$ cat config.mk
export PLATFORM = sky130hd
export DESIGN_NAME = io_mmio
export DESIGN_NICKNAME = d
export VERILOG_FILES = /design/src/rtl/io_mmio_pkg.sv /design/src/rtl/io_fifo.sv /design/src/rtl/io_mmio.sv
export SDC_FILE = /design/constraint.sdc
export NUM_CORES = 1
export LEC_CHECK = 0
export ABC_AREA = 1
export CAP_MARGIN = 20
export CORE_MARGIN = 3
export CORE_UTILIZATION = 30
export CTS_CLUSTER_DIAMETER = 100
export CTS_CLUSTER_SIZE = 24
export DETAILED_ROUTE_END_ITERATION = 7
export PLACE_DENSITY_LB_ADDON = 0.1
export SYNTH_ARGS = -nofsm -noshare
export SYNTH_HDL_FRONTEND = slang
export SYNTH_SLANG_ARGS = --single-unit
$ cat constraint.sdc
create_clock -name clk -period 5.5 [get_ports clk]
set_input_delay 1.1 -clock clk [delete_from_list [all_inputs] [get_ports clk]]
set_output_delay 1.1 -clock clk [all_outputs]
set_load 0.01 [all_outputs]
$ cat src/rtl/io_mmio_pkg.sv
`default_nettype none
// ============================================================================
//  Module      : io_mmio_pkg
//  Description : Shared constants for the memory-mapped I/O target.
//                Holds the word-address register map and the default FIFO
//                depths.
//  Revision    : 1.0 - initial release
// ============================================================================
package io_mmio_pkg;

    // Word addresses (ALU_out[15:2]) of the mapped registers
    localparam logic [13:0] UART_CTRL = 14'd0;
    localparam logic [13:0] UART_RX   = 14'd1;
    localparam logic [13:0] UART_TX   = 14'd2;
    localparam logic [13:0] CYC_CNT   = 14'd4;
    localparam logic [13:0] INST_CNT  = 14'd5;
    localparam logic [13:0] CNT_RST   = 14'd6;

    // Default FIFO geometry
    localparam int RX_DEPTH_DEFAULT = 4;
    localparam int TX_DEPTH_DEFAULT = 4;
    localparam int UART_WIDTH       = 8;

endpackage : io_mmio_pkg
`default_nettype wire

$ cat src/rtl/io_fifo.sv
`default_nettype none
// ============================================================================
//  Module      : io_fifo
//  Description : Synchronous FIFO with a combinational head output.
//                Pointers carry one extra wrap bit so full and empty can be
//                told apart without a separate counter. Pushes are ignored
//                while full and pops while empty; there is no pass-through.
//  Revision    : 1.0 - initial release
// ============================================================================
module io_fifo #(
    parameter int DEPTH = 4,
    parameter int WIDTH = 8
) (
    input  logic             clk,
    input  logic             rst,
    input  logic             push,
    input  logic [WIDTH-1:0] din,
    input  logic             pop,
    output logic [WIDTH-1:0] dout,
    output logic             full,
    output logic             empty
);

    localparam int AW = $clog2(DEPTH);

    logic [AW:0]      wr_ptr_q;
    logic [AW:0]      wr_ptr_d;
    logic [AW:0]      rd_ptr_q;
    logic [AW:0]      rd_ptr_d;
    logic [WIDTH-1:0] mem_q [DEPTH];

    logic             w_full;
    logic             w_empty;
    logic             w_do_push;
    logic             w_do_pop;

    // Full when the wrap bits differ but the index bits match
    assign w_full    = (wr_ptr_q[AW] != rd_ptr_q[AW]) &&
                       (wr_ptr_q[AW-1:0] == rd_ptr_q[AW-1:0]);
    assign w_empty   = (wr_ptr_q == rd_ptr_q);
    assign w_do_push = push && !w_full;
    assign w_do_pop  = pop && !w_empty;

    assign full  = w_full;
    assign empty = w_empty;
    // Present zero when empty so a drained FIFO never shows a stale byte
    assign dout  = w_empty ? '0 : mem_q[rd_ptr_q[AW-1:0]];

    // Pointer next-state; wrapping is the natural overflow of AW+1 bits
    always_comb begin
        wr_ptr_d = wr_ptr_q;
        rd_ptr_d = rd_ptr_q;
        if (w_do_push) begin
            wr_ptr_d = wr_ptr_q + 1'b1;
        end
        if (w_do_pop) begin
            rd_ptr_d = rd_ptr_q + 1'b1;
        end
    end

    // Pointer registers, cleared asynchronously so reset empties the FIFO
    always_ff @(posedge clk or posedge rst) begin
        if (rst) begin
            wr_ptr_q <= '0;
            rd_ptr_q <= '0;
        end else begin
            wr_ptr_q <= wr_ptr_d;
            rd_ptr_q <= rd_ptr_d;
        end
    end

    // Storage array; contents are don't-care while the slot is not valid
    always_ff @(posedge clk) begin
        if (w_do_push) begin
            mem_q[wr_ptr_q[AW-1:0]] <= din;
        end
    end

endmodule : io_fifo
`default_nettype wire

$ cat src/rtl/io_mmio.sv
`default_nettype none
// ============================================================================
//  Module      : io_mmio
//  Description : Memory-mapped I/O target for the 0x8000_0000 region.
//                Decodes word addresses into UART status, RX pop, TX push,
//                cycle / retired-instruction counters and counter clear.
//                Read data is registered to match block-RAM load latency.
//  Revision    : 1.0 - initial release
// ============================================================================
module io_mmio
    import io_mmio_pkg::*;
#(
    parameter int RX_DEPTH = RX_DEPTH_DEFAULT,
    parameter int TX_DEPTH = TX_DEPTH_DEFAULT
) (
    input  logic        clk,
    input  logic        rst,
    input  logic [13:0] IO_Data_addr,
    input  logic [3:0]  IO_WE,
    input  logic        IO_RE,
    input  logic [31:0] Mem_Data_W,
    input  logic        inst_retire,
    output logic [31:0] IO_Data_R,
    output logic [7:0]  tx_data_out,
    output logic        tx_data_out_valid,
    input  logic        tx_data_out_ready,
    input  logic [7:0]  rx_data_in,
    input  logic        rx_data_in_valid,
    output logic        rx_data_in_ready
);

    // Address decode strobes (exact 14-bit compare)
    logic w_sel_ctrl;
    logic w_sel_rx;
    logic w_sel_tx;
    logic w_sel_cyc;
    logic w_sel_inst;
    logic w_sel_clr;

    // FIFO handshakes
    logic       w_rx_push;
    logic       w_rx_pop;
    logic [7:0] w_rx_head;
    logic       w_rx_full;
    logic       w_rx_empty;
    logic       w_tx_push;
    logic       w_tx_pop;
    logic [7:0] w_tx_head;
    logic       w_tx_full;
    logic       w_tx_empty;

    // Counters and read-data register
    logic        w_cnt_clr;
    logic [31:0] cycle_cnt_q;
    logic [31:0] cycle_cnt_d;
    logic [31:0] inst_cnt_q;
    logic [31:0] inst_cnt_d;
    logic [31:0] rdata_q;
    logic [31:0] rdata_d;
    logic [31:0] w_rmux;

    // Only the low byte lane carries TX data
    logic w_unused_store_hi;
    assign w_unused_store_hi = ^Mem_Data_W[31:8];

    assign w_sel_ctrl = (IO_Data_addr == UART_CTRL);
    assign w_sel_rx   = (IO_Data_addr == UART_RX);
    assign w_sel_tx   = (IO_Data_addr == UART_TX);
    assign w_sel_cyc  = (IO_Data_addr == CYC_CNT);
    assign w_sel_inst = (IO_Data_addr == INST_CNT);
    assign w_sel_clr  = (IO_Data_addr == CNT_RST);

    assign w_rx_push = rx_data_in_valid && !w_rx_full;
    // The FIFO itself ignores the pop when empty
    assign w_rx_pop  = IO_RE && w_sel_rx;
    assign w_tx_push = IO_WE[0] && w_sel_tx;
    assign w_tx_pop  = !w_tx_empty && tx_data_out_ready;
    assign w_cnt_clr = (|IO_WE) && w_sel_clr;

    io_fifo #(
        .DEPTH (RX_DEPTH),
        .WIDTH (UART_WIDTH)
    ) u_rx_fifo (
        .clk   (clk),
        .rst   (rst),
        .push  (w_rx_push),
        .din   (rx_data_in),
        .pop   (w_rx_pop),
        .dout  (w_rx_head),
        .full  (w_rx_full),
        .empty (w_rx_empty)
    );

    io_fifo #(
        .DEPTH (TX_DEPTH),
        .WIDTH (UART_WIDTH)
    ) u_tx_fifo (
        .clk   (clk),
        .rst   (rst),
        .push  (w_tx_push),
        .din   (Mem_Data_W[7:0]),
        .pop   (w_tx_pop),
        .dout  (w_tx_head),
        .full  (w_tx_full),
        .empty (w_tx_empty)
    );

    assign rx_data_in_ready  = !w_rx_full;
    assign tx_data_out       = w_tx_head;
    assign tx_data_out_valid = !w_tx_empty;
    assign IO_Data_R         = rdata_q;

    // Counter next-state: clear wins over increment, wrap is natural
    always_comb begin
        cycle_cnt_d = cycle_cnt_q + 32'd1;
        inst_cnt_d  = inst_cnt_q + {31'd0, inst_retire};
        if (w_cnt_clr) begin
            cycle_cnt_d = '0;
            inst_cnt_d  = '0;
        end
    end

    // Read mux sees pre-edge state; unmapped addresses read as zero
    always_comb begin
        w_rmux = '0;
        if (w_sel_ctrl) begin
            w_rmux = {30'd0, !w_rx_empty, !w_tx_full};
        end else if (w_sel_rx) begin
            w_rmux = {24'd0, w_rx_head};
        end else if (w_sel_cyc) begin
            w_rmux = cycle_cnt_q;
        end else if (w_sel_inst) begin
            w_rmux = inst_cnt_q;
        end
        rdata_d = IO_RE ? w_rmux : rdata_q;
    end

    // Counter and read-data registers
    always_ff @(posedge clk or posedge rst) begin
        if (rst) begin
            cycle_cnt_q <= '0;
            inst_cnt_q  <= '0;
            rdata_q     <= '0;
        end else begin
            cycle_cnt_q <= cycle_cnt_d;
            inst_cnt_q  <= inst_cnt_d;
            rdata_q     <= rdata_d;
        end
    end

endmodule : io_mmio
`default_nettype wire

Fig. 1: clock network drawn from the DEF
The bar under the picture is 50 um long.
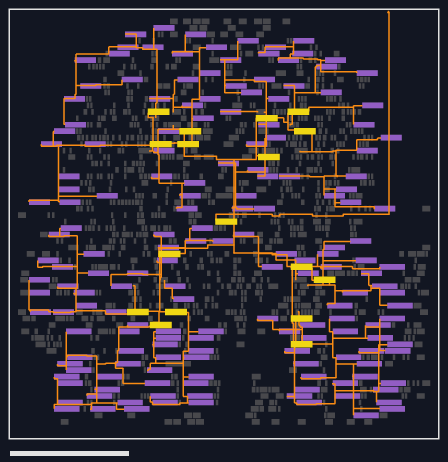
[clock wires] orange | length: 2450 um
[flip-flops] purple | count: 172
[clock-net drivers] yellow | count: 17
routed clock nets: 18
flops lie: all over the die

==> job_summary.md <==
## Implementation flow summary

| Metric | Value |
|---|---|
| Dominant Register Cell | `dfrtp_1` |
| Number of synthesized flops with an enable pin | `64` |
| Tightest Pin Transition | `890 ps` |
| Fill count | `3098` |
| CTS tree | `done` |
| Met3 Use GR | `0.0222` |
| Vias in the first global route | `7159` |
| Max-cap violations | `0` |
| Wire per inst | `16.0 um` |
| Status | `finished, final reports clean` |
| Total GRT Usage | `0.157` |
| DRC viols | `0` |
| CP arrival | `2820 ps` |
| CTS buffer count | `17` |
| Yosys synthesis chip area | `9110 um2` |
| Worst Setup End Kind | `output port` |
| Worst hold margin | `484 ps` |
| I/O pin cnt | `106` |
| GR Util met2 | `0.244` |
| Die width | `180 um` |
| Area delta synth->final | `19.4%` |
| Final setup violating endpoints | `0` |
| Antenna violations before repair | `0` |
| Cell Area, Synth | `9110 um2` |
| Hold_buf cts | `0` |
| Most used routing layer | `met2` |
| Clock latency at the later pin of the worst-skew pair | `430 ps` |
| Seq share, synth | `0.508` |
| Die H | `180 um` |
| Sw power | `1.27 mW` |
| First-pass GRT wire length | `40500 um` |
| Worst-path fanout max | `19` |
| Reg-to-Reg End | `u_tx_fifo.mem_q[2][7]` |
Fig. 2: placed cells, one color a class
The bar under the picture is 50 um long.
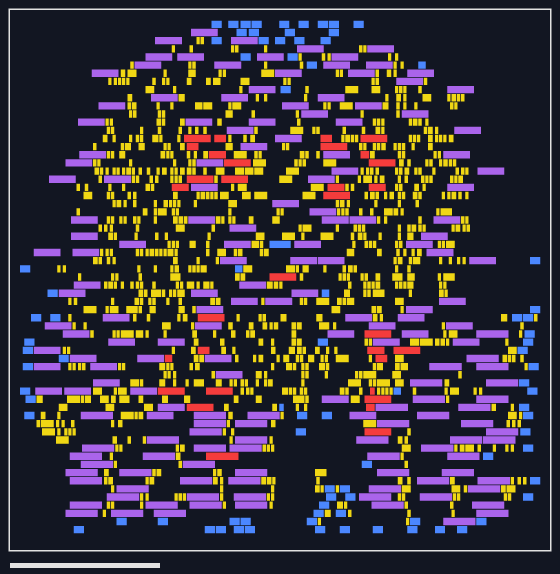
[registers] purple | cells: 172 | share of their area: 45%
[clock drivers and dummy loads] red | cells: 32 | share of their area: 6.0%
[remaining buffers and delay cells] blue | cells: 86 | share of their area: 8.2%
[remaining logic cells] yellow | cells: 897 | share of their area: 41%

## Yosys cell counts, types with 8 or more instances
cell type,number,area share
o211ai_1,11,0.0091
nor2_2,15,0.010
ha_1,13,0.018
xor2_1,23,0.022
inv_2,8,0.0033
o21ai_2,12,0.012
nand2_1,322,0.13
o211ai_2,14,0.019
dfrtp_1,108,0.30
nand3_1,66,0.036
o32ai_1,8,0.0077
nand4_1,10,0.0069
buf_4,11,0.0091
inv_1,110,0.045
edfxtp_1,64,0.21
nor2_1,171,0.070
o21ai_0,34,0.019
nor3_1,30,0.016
xnor2_1,8,0.0077
## layout by cell type, fill, tap and decap left out, drive strengths merged, types with 2 or more instances in the layout
master and n:
a21oi 6, buf 6, clkbuf 17, clkdlybuf4s50 80, clkinv 8, dfrtp 108
edfxtp 64, ha 13, inv 125, nand2 329, nand3 69, nand4 11
nor2 192, nor3 33, nor3b 2, o211ai 25, o21ai 52, o22ai 2
o32ai 8, xnor2 8, xor2 23
## per-stage QoR
stage | power (mW) | area [um2] | utilization | setup WS, ps
finish | 3.73 | 10900 | 0.365 | 1580
global route | 3.98 | 10900 | 0.365 | 1210
CTS | 3.79 | 10900 | 0.364 | 1480
detailed placement | 2.51 | 10200 | 0.343 | 1910
global placement | 2.51 | 10200 | 0.343 | 1950
floorplan | 2.18 | 9110 | - | 1550
## layout make-up
type	count	area, um2	share of cell area
clock buffer	17	425	0.0391
clock inverter	15	198	0.0182
inverter	120	453	0.0417
multi-input combinational	777	3830	0.352
sequential	172	4620	0.425
tap	390	488	0.0449
timing repair buffer	86	856	0.0787
## cell families after synthesis
group	Yosys count	share of synthesized area
adder cells (fa/ha/maj)	13	0.0179
AND-OR/OR-AND	94	0.0750
XOR/XNOR	31	0.0298
flip-flops	172	0.508
AND/OR/NAND/NOR	639	0.297
buffers and inverters	150	0.0724
## metal layers
metal | wire [um] | vias to the layer above | share of wire
met4 | 184 | 0 | 0.0073
met3 | 565 | 12 | 0.022
met2 | 11500 | 95 | 0.45
li1 | - | 3668 | -
met5 | 0 | - | 0
met1 | 13000 | 3451 | 0.52
## power by group through the flow
| stage | registers (mW) | clock network [mW] | logic, mW |
|---|---|---|---|
| final | 1.63 | 1.27 | 0.835 |
| after global routing | 1.66 | 1.36 | 0.966 |
| after CTS | 1.63 | 1.30 | 0.852 |
| after detailed placement | 1.66 | 0 | 0.849 |
| after global placement | 1.66 | 0 | 0.848 |
| after floorplan | 1.57 | 0 | 0.610 |
## critical path, cell delays in order, from the launching register on
cell and delay, ps:
dfrtp_1 770, clkinv_1 660, nor2_1 250, o32ai_1 110, nand2_1 90, inv_1 50
clkdlybuf4s50_1 470
## worst max path at each step
stage               cells past startpoint  slack [ps]        endpoint                  start
floorplan                               1        1550    IO_Data_R[0]                    rst
global placement                        7        1950   IO_Data_R[10]       IO_Data_addr[11]
detailed placement                      7        1910   IO_Data_R[10]       IO_Data_addr[11]
CTS                                     6        1480  tx_data_out[3]  u_tx_fifo.rd_ptr_q[0]
global route                            6        1210  tx_data_out[1]  u_tx_fifo.rd_ptr_q[0]
finish                                  6        1580  tx_data_out[1]  u_tx_fifo.rd_ptr_q[0]
No activity file was given, so power comes from the tool's default toggle rates.
